[config.mk]
export PLATFORM = sky130hd
export DESIGN_NAME = spi_frame_rx
export DESIGN_NICKNAME = d
export VERILOG_FILES = /design/src/rtl/spi_frame_rx.sv
export SDC_FILE = /design/constraint.sdc
export NUM_CORES = 1
export LEC_CHECK = 0
export ABC_AREA = 1
export CAP_MARGIN = 20
export CORE_ASPECT_RATIO = 1.5
export CORE_UTILIZATION = 54
export CTS_CLUSTER_DIAMETER = 30
export DETAILED_ROUTE_END_ITERATION = 10
export GPL_TIMING_DRIVEN = 1
export PLACE_DENSITY = 0.8
export SETUP_SLACK_MARGIN = 0.02
export SLEW_MARGIN = 20
export SYNTH_ARGS = -nofsm -noshare
export SYNTH_HDL_FRONTEND = slang
export SYNTH_SLANG_ARGS = --single-unit
[constraint.sdc]
create_clock -name clk -period 2.1 [get_ports clk]
set_input_delay 0.315 -clock clk [delete_from_list [all_inputs] [get_ports clk]]
set_output_delay 0.315 -clock clk [all_outputs]
set_load 0.02 [all_outputs]
[src/rtl/spi_frame_rx.sv]
// spi_frame_rx: SPI mode-0 frame receiver/transmitter, fully clocked on clk.
// sck/sdi/load are oversampled through synchronisers; a complete frame of
// FRAME_BITS bits is handed to the consumer through a valid/ready slot.
// Optional feature: define SPI_RX_MATCH_EN to add the registered `match`
// output comparing frame_data against MATCH_PATTERN.
module spi_frame_rx #(
    parameter int unsigned           FRAME_BITS    = 128,
    parameter int unsigned           SYNC_STAGES   = 2,
    parameter bit                    MSB_FIRST     = 1'b1,
    parameter logic [FRAME_BITS-1:0] MATCH_PATTERN = {FRAME_BITS/16{16'hFF00}}
) (
    input  logic                  clk,
    input  logic                  rst_n,
    input  logic                  sck,
    input  logic                  sdi,
    input  logic                  load,
    output logic                  sdo,
    input  logic [FRAME_BITS-1:0] tx_data,
    output logic [FRAME_BITS-1:0] frame_data,
    output logic                  frame_valid,
    input  logic                  frame_ready,
    output logic                  frame_err,
    output logic                  overflow,
    output logic                  busy
`ifdef SPI_RX_MATCH_EN
    ,
    output logic                  match
`endif
);

    // Counter must reach FRAME_BITS+1 (saturation marks an over-long frame).
    localparam int unsigned     CW       = $clog2(FRAME_BITS + 2);
    localparam logic [CW-1:0]   CNT_FULL = CW'(FRAME_BITS);
    localparam logic [CW-1:0]   CNT_SAT  = CW'(FRAME_BITS + 1);

    typedef enum logic [1:0] {
        ST_IDLE,
        ST_ACTIVE,
        ST_CLOSE
    } state_t;

    state_t state, state_next;

    logic [SYNC_STAGES-1:0] sck_sync, sdi_sync, load_sync;
    logic                   sck_hist, sdi_hist, load_hist;
    logic                   sck_s, load_s;
    logic                   sck_rise, sck_fall, load_rise, load_fall;
    logic                   start;

    logic [CW-1:0]          count;
    logic [FRAME_BITS-1:0]  rx_shift;
    logic [FRAME_BITS-1:0]  tx_shift;

    // Synchroniser chains plus one history flop per input for edge detection.
    always_ff @(posedge clk or negedge rst_n) begin
        if (!rst_n) begin
            sck_sync  <= '0;
            sdi_sync  <= '0;
            load_sync <= '0;
            sck_hist  <= 1'b0;
            sdi_hist  <= 1'b0;
            load_hist <= 1'b0;
        end else begin
            sck_sync  <= {sck_sync[SYNC_STAGES-2:0], sck};
            sdi_sync  <= {sdi_sync[SYNC_STAGES-2:0], sdi};
            load_sync <= {load_sync[SYNC_STAGES-2:0], load};
            sck_hist  <= sck_sync[SYNC_STAGES-1];
            sdi_hist  <= sdi_sync[SYNC_STAGES-1];
            load_hist <= load_sync[SYNC_STAGES-1];
        end
    end

    assign sck_s     = sck_sync[SYNC_STAGES-1];
    assign load_s    = load_sync[SYNC_STAGES-1];
    assign sck_rise  = sck_s & ~sck_hist;
    assign sck_fall  = ~sck_s & sck_hist;
    assign load_rise = load_s & ~load_hist;
    assign load_fall = ~load_s & load_hist;

    // A rise seen in CLOSE restarts immediately so a one-sample load gap
    // still closes the previous frame before the next one begins.
    assign start = load_rise & (state != ST_ACTIVE);

    // State register.
    always_ff @(posedge clk or negedge rst_n) begin
        if (!rst_n) begin
            state <= ST_IDLE;
        end else begin
            state <= state_next;
        end
    end

    // Next-state logic.
    always_comb begin
        state_next = state;
        case (state)
            ST_IDLE:   if (load_rise) state_next = ST_ACTIVE;
            ST_ACTIVE: if (load_fall) state_next = ST_CLOSE;
            ST_CLOSE:  state_next = load_rise ? ST_ACTIVE : ST_IDLE;
            default:   state_next = ST_IDLE;
        endcase
    end

    assign busy = (state == ST_ACTIVE);

    // Receive/transmit shift registers and bit counter.
    always_ff @(posedge clk or negedge rst_n) begin
        if (!rst_n) begin
            count    <= '0;
            rx_shift <= '0;
            tx_shift <= '0;
            sdo      <= 1'b0;
        end else if (start) begin
            count    <= '0;
            rx_shift <= '0;
            tx_shift <= tx_data;
            sdo      <= MSB_FIRST ? tx_data[FRAME_BITS-1] : tx_data[0];
        end else if (state == ST_ACTIVE) begin
            if (sck_rise && (count != CNT_SAT)) begin
                count <= count + 1'b1;
                if (count != CNT_FULL) begin
                    rx_shift <= MSB_FIRST ? {rx_shift[FRAME_BITS-2:0], sdi_hist}
                                          : {sdi_hist, rx_shift[FRAME_BITS-1:1]};
                end
            end
            if (sck_fall) begin
                tx_shift <= MSB_FIRST ? (tx_shift << 1) : (tx_shift >> 1);
                sdo      <= MSB_FIRST ? tx_shift[FRAME_BITS-2] : tx_shift[1];
            end
        end else begin
            sdo <= 1'b0;
        end
    end

    // Frame hand-off: accept, drop with overflow, or flag a bad length.
    always_ff @(posedge clk or negedge rst_n) begin
        if (!rst_n) begin
            frame_data  <= '0;
            frame_valid <= 1'b0;
            frame_err   <= 1'b0;
            overflow    <= 1'b0;
        end else begin
            frame_err <= 1'b0;
            if (frame_valid && frame_ready) begin
                frame_valid <= 1'b0;
            end
            if (state == ST_CLOSE) begin
                if (count == CNT_FULL) begin
                    if (!frame_valid || frame_ready) begin
                        frame_data  <= rx_shift;
                        frame_valid <= 1'b1;
                    end else begin
                        overflow <= 1'b1;
                    end
                end else begin
                    frame_err <= 1'b1;
                end
            end
        end
    end

`ifdef SPI_RX_MATCH_EN
    // Registered pattern compare, trails frame_data by one clk.
    always_ff @(posedge clk or negedge rst_n) begin
        if (!rst_n) begin
            match <= 1'b0;
        end else begin
            match <= (frame_data == MATCH_PATTERN);
        end
    end
`endif

endmodule

==> notes.md <==
yosys + openroad results -> initial DRC count 769, Post-Syn Nets 2045, synthesis area per yosys 17100 um^2, slowest CP cell clkdlybuf4s50_1, worst ir drop on vdd 0.000773 V, CP endpoint kind output port, Clock transition at path regs 60 ps, design area 22000 um^2, outcome complete, no violations, Post-CTS Setup Bufs 0, Rel. slew slack 66.0%, Detailed Routing Iterations Pass 1 5, fillers 2278, core area 31100 um^2, # Max-Cap Violations 0, crit-path max FO 2, Leak 10.2 nW, Reg2Reg Setup Slack 260 ps, vias per cell 5.27, Hold WS 213 ps, DP Area 20100 um^2, Initial Util 54.9%, yosys warns 0, final worst setup slack 165 ps, total die area 32400 um^2, PD cells 963 nW/um^2, worst hold start sck, clk latency late pin 570 ps, GP Congestion 0.799, cells after synthesis 1908, RR Startpoint count[0], Top cell area share 59.4%, Area Growth Syn to Fin 28.4%, CTS tree built, CTS Root Cell clkbuf_16, final wirelength 38600 um, fin nets 2280, Total GRT Usage 24.5%, ys flops 406, cell family with most CP delay buffers and inverters, Synth Seq Share 59.4%, layout cells sized above 1 7.45%, Period minus WS final 1940 ps, total power 21.2 mW, final antenna-violating net count 0, logic area 5140 um^2, RSZ-0062 raised after global routing false, slew of the pin with the lowest slew margin 510 ps, post-layout util 70.6%, fmax 517 MHz, critical-path cell list clkdlybuf4s50_1, Tcrit/Tclk final 92.2%, Top cell excl fill/tap nand2_1, largest net degree at the start of global routing 89, Largest stage delay, worst path 630 ps, Die Wd 147 um, post-DP HPWL 25100 um, H-tree Lvls 2, Die Ht 220 um, worst path arrival time 1620 ps, Worst Hold Endpoint sck_sync[0], min-delay worst type primary input to flip-flop, Num CTS Buffers 53, worst path bufs/invs 1, largest area contributor in the netlist dfrtp_1, Worst Skew 26.3 ps, Netlist cell types 28, Setup CP Type flip-flop to output port, Final setup viols 0, Syn Area/Cell 8.97 um^2, Wirelength per Cell 14.9 um, top logic cells by instance count in the layout 417 x nand2_1, 406 x dfrtp_1, 330 x o21ai_0, Sequential Area 10200 um^2, r2r endpoint rx_shift[63], Max clock buf depth 3, dpl ws 223 ps, placed insts 2492, Sink Count 406, num rows 79, Synth Cell Area 17100 um^2, count of pins over their slew limit 0, initial antenna violation count 1, first-pass GRT wire length 64700 um, Remaining DRCs 0, Final Hold Vio Count 0, port bufs 266, Layout Cells excl Fill 2593, Hold Path Depth 1, setup_tns 0 ps, yosys cell count 1908, Top area cell types dfrtp_1 59%, o21ai_0 9.7%, nand2_1 9.2%, startpoint types flip-flop, count of tool warnings 28
## run 1: metal layers
layer	wire, um	track usage (%)	vias up
met2	19900	43.2	415
met1	15400	29.8	6587
met3	2320	4.93	70
met4	1060	8.25	0
met5	0	0	-
li1	-	-	6586
## run 1: layout make-up
class                   instances  share of cell area [%]
diodes                          1                  0.0114
clock buffers                  61                    6.46
clock inverters                38                    2.19
inverters                     270                    4.66
multi-input cells            1107                    23.4
flip-flops and latches        406                    46.2
well taps                     405                    2.31
repair buffers                305                    14.7
## run 1: power breakdown
part           internal, mW  leakage [nW]  switching [mW]
Combinational         0.962          3.95            1.58
Clock                  5.92         0.912            3.56
Sequential             8.82          5.36           0.320
Total                  15.7          10.2            5.46
## run 1: synth_stat cells (all sizes together)
cell type / count
a21oi: 3
a31oi: 1
buf: 83
clkbuf: 42
dfrtp: 406
ha: 3
inv: 270
nand2: 424
nand3: 141
nor2: 19
nor3: 2
o21ai: 510
o21bai: 1
xor2: 3
## run 1: sequential cells by signal, summed over array words and instances, names as in the netlist
name,cells
count,8
frame_data,128
frame_err,1
frame_valid,1
load_hist,1
load_sync,2
overflow,1
rx_shift,128
sck_hist,1
sck_sync,2
sdi_hist,1
sdi_sync,2
sdo,1
state,2
tx_shift,127
## run 1: repair_timing
action,4_1_cts,5_1_grt
gates resized,1,0
hold buffers,1,0
setup endpoints to repair,1,0
hold endpoints to repair,48,0
## run 1: cells by family after synthesis
group | after synthesis | synth area share (%)
flops | 406 | 59.4
simple gates | 586 | 14.2
fa+ha+maj | 3 | 0.219
buf+inv | 395 | 10.7
compound gates | 515 | 15.3
xor+xnor | 3 | 0.154
## run 1: worst max path at each step
stage / startpoint / endpoint / slack, ps / depth (start not counted)
6_report: frame_data[107] / frame_data[107] / 160 / 1
3_5_place_dp: count[0] / rx_shift[46] / 220 / 9
2_1_floorplan: count[0] / frame_data[100] / 530 / 9
3_3_place_gp: count[0] / rx_shift[73] / 300 / 9
4_1_cts: state[1] / busy / 130 / 4
5_1_grt: state[1] / busy / 90 / 4
Run 1, clock wires, drivers and flops:
Scale bar: 50 um.
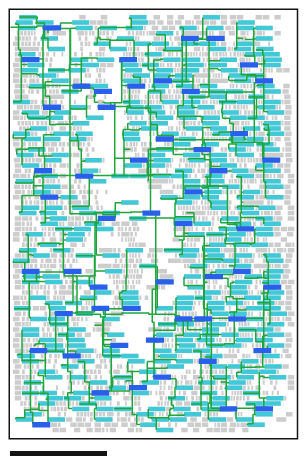
[flip-flops] cyan | count: 406
[clock wires] green | length: 4850 um
[cells driving clock nets] blue | count: 53
routed clock nets: 54
flops lie: all over the die

Run 1, sequential cells grouped by signal name:
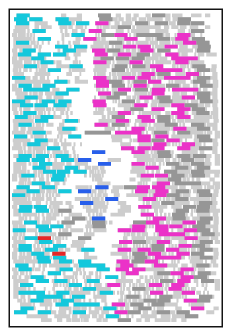
[count] blue | sequential cells: 8 | where: middle
[rx_shift] magenta | sequential cells: 128
[sck_sync] red | sequential cells: 2
[tx_shift] cyan | sequential cells: 127
not colored: 141

Run 1, wiring by layer:
Scale bar: 50 um.
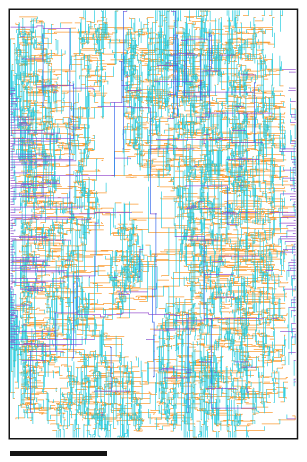
[met3] purple | wire length: 2320 um
[met1] orange | wire length: 15400 um
[met4] blue | wire length: 1060 um
[met2] cyan | wire length: 19900 um

No activity file was given, so power comes from the tool's default toggle rates.
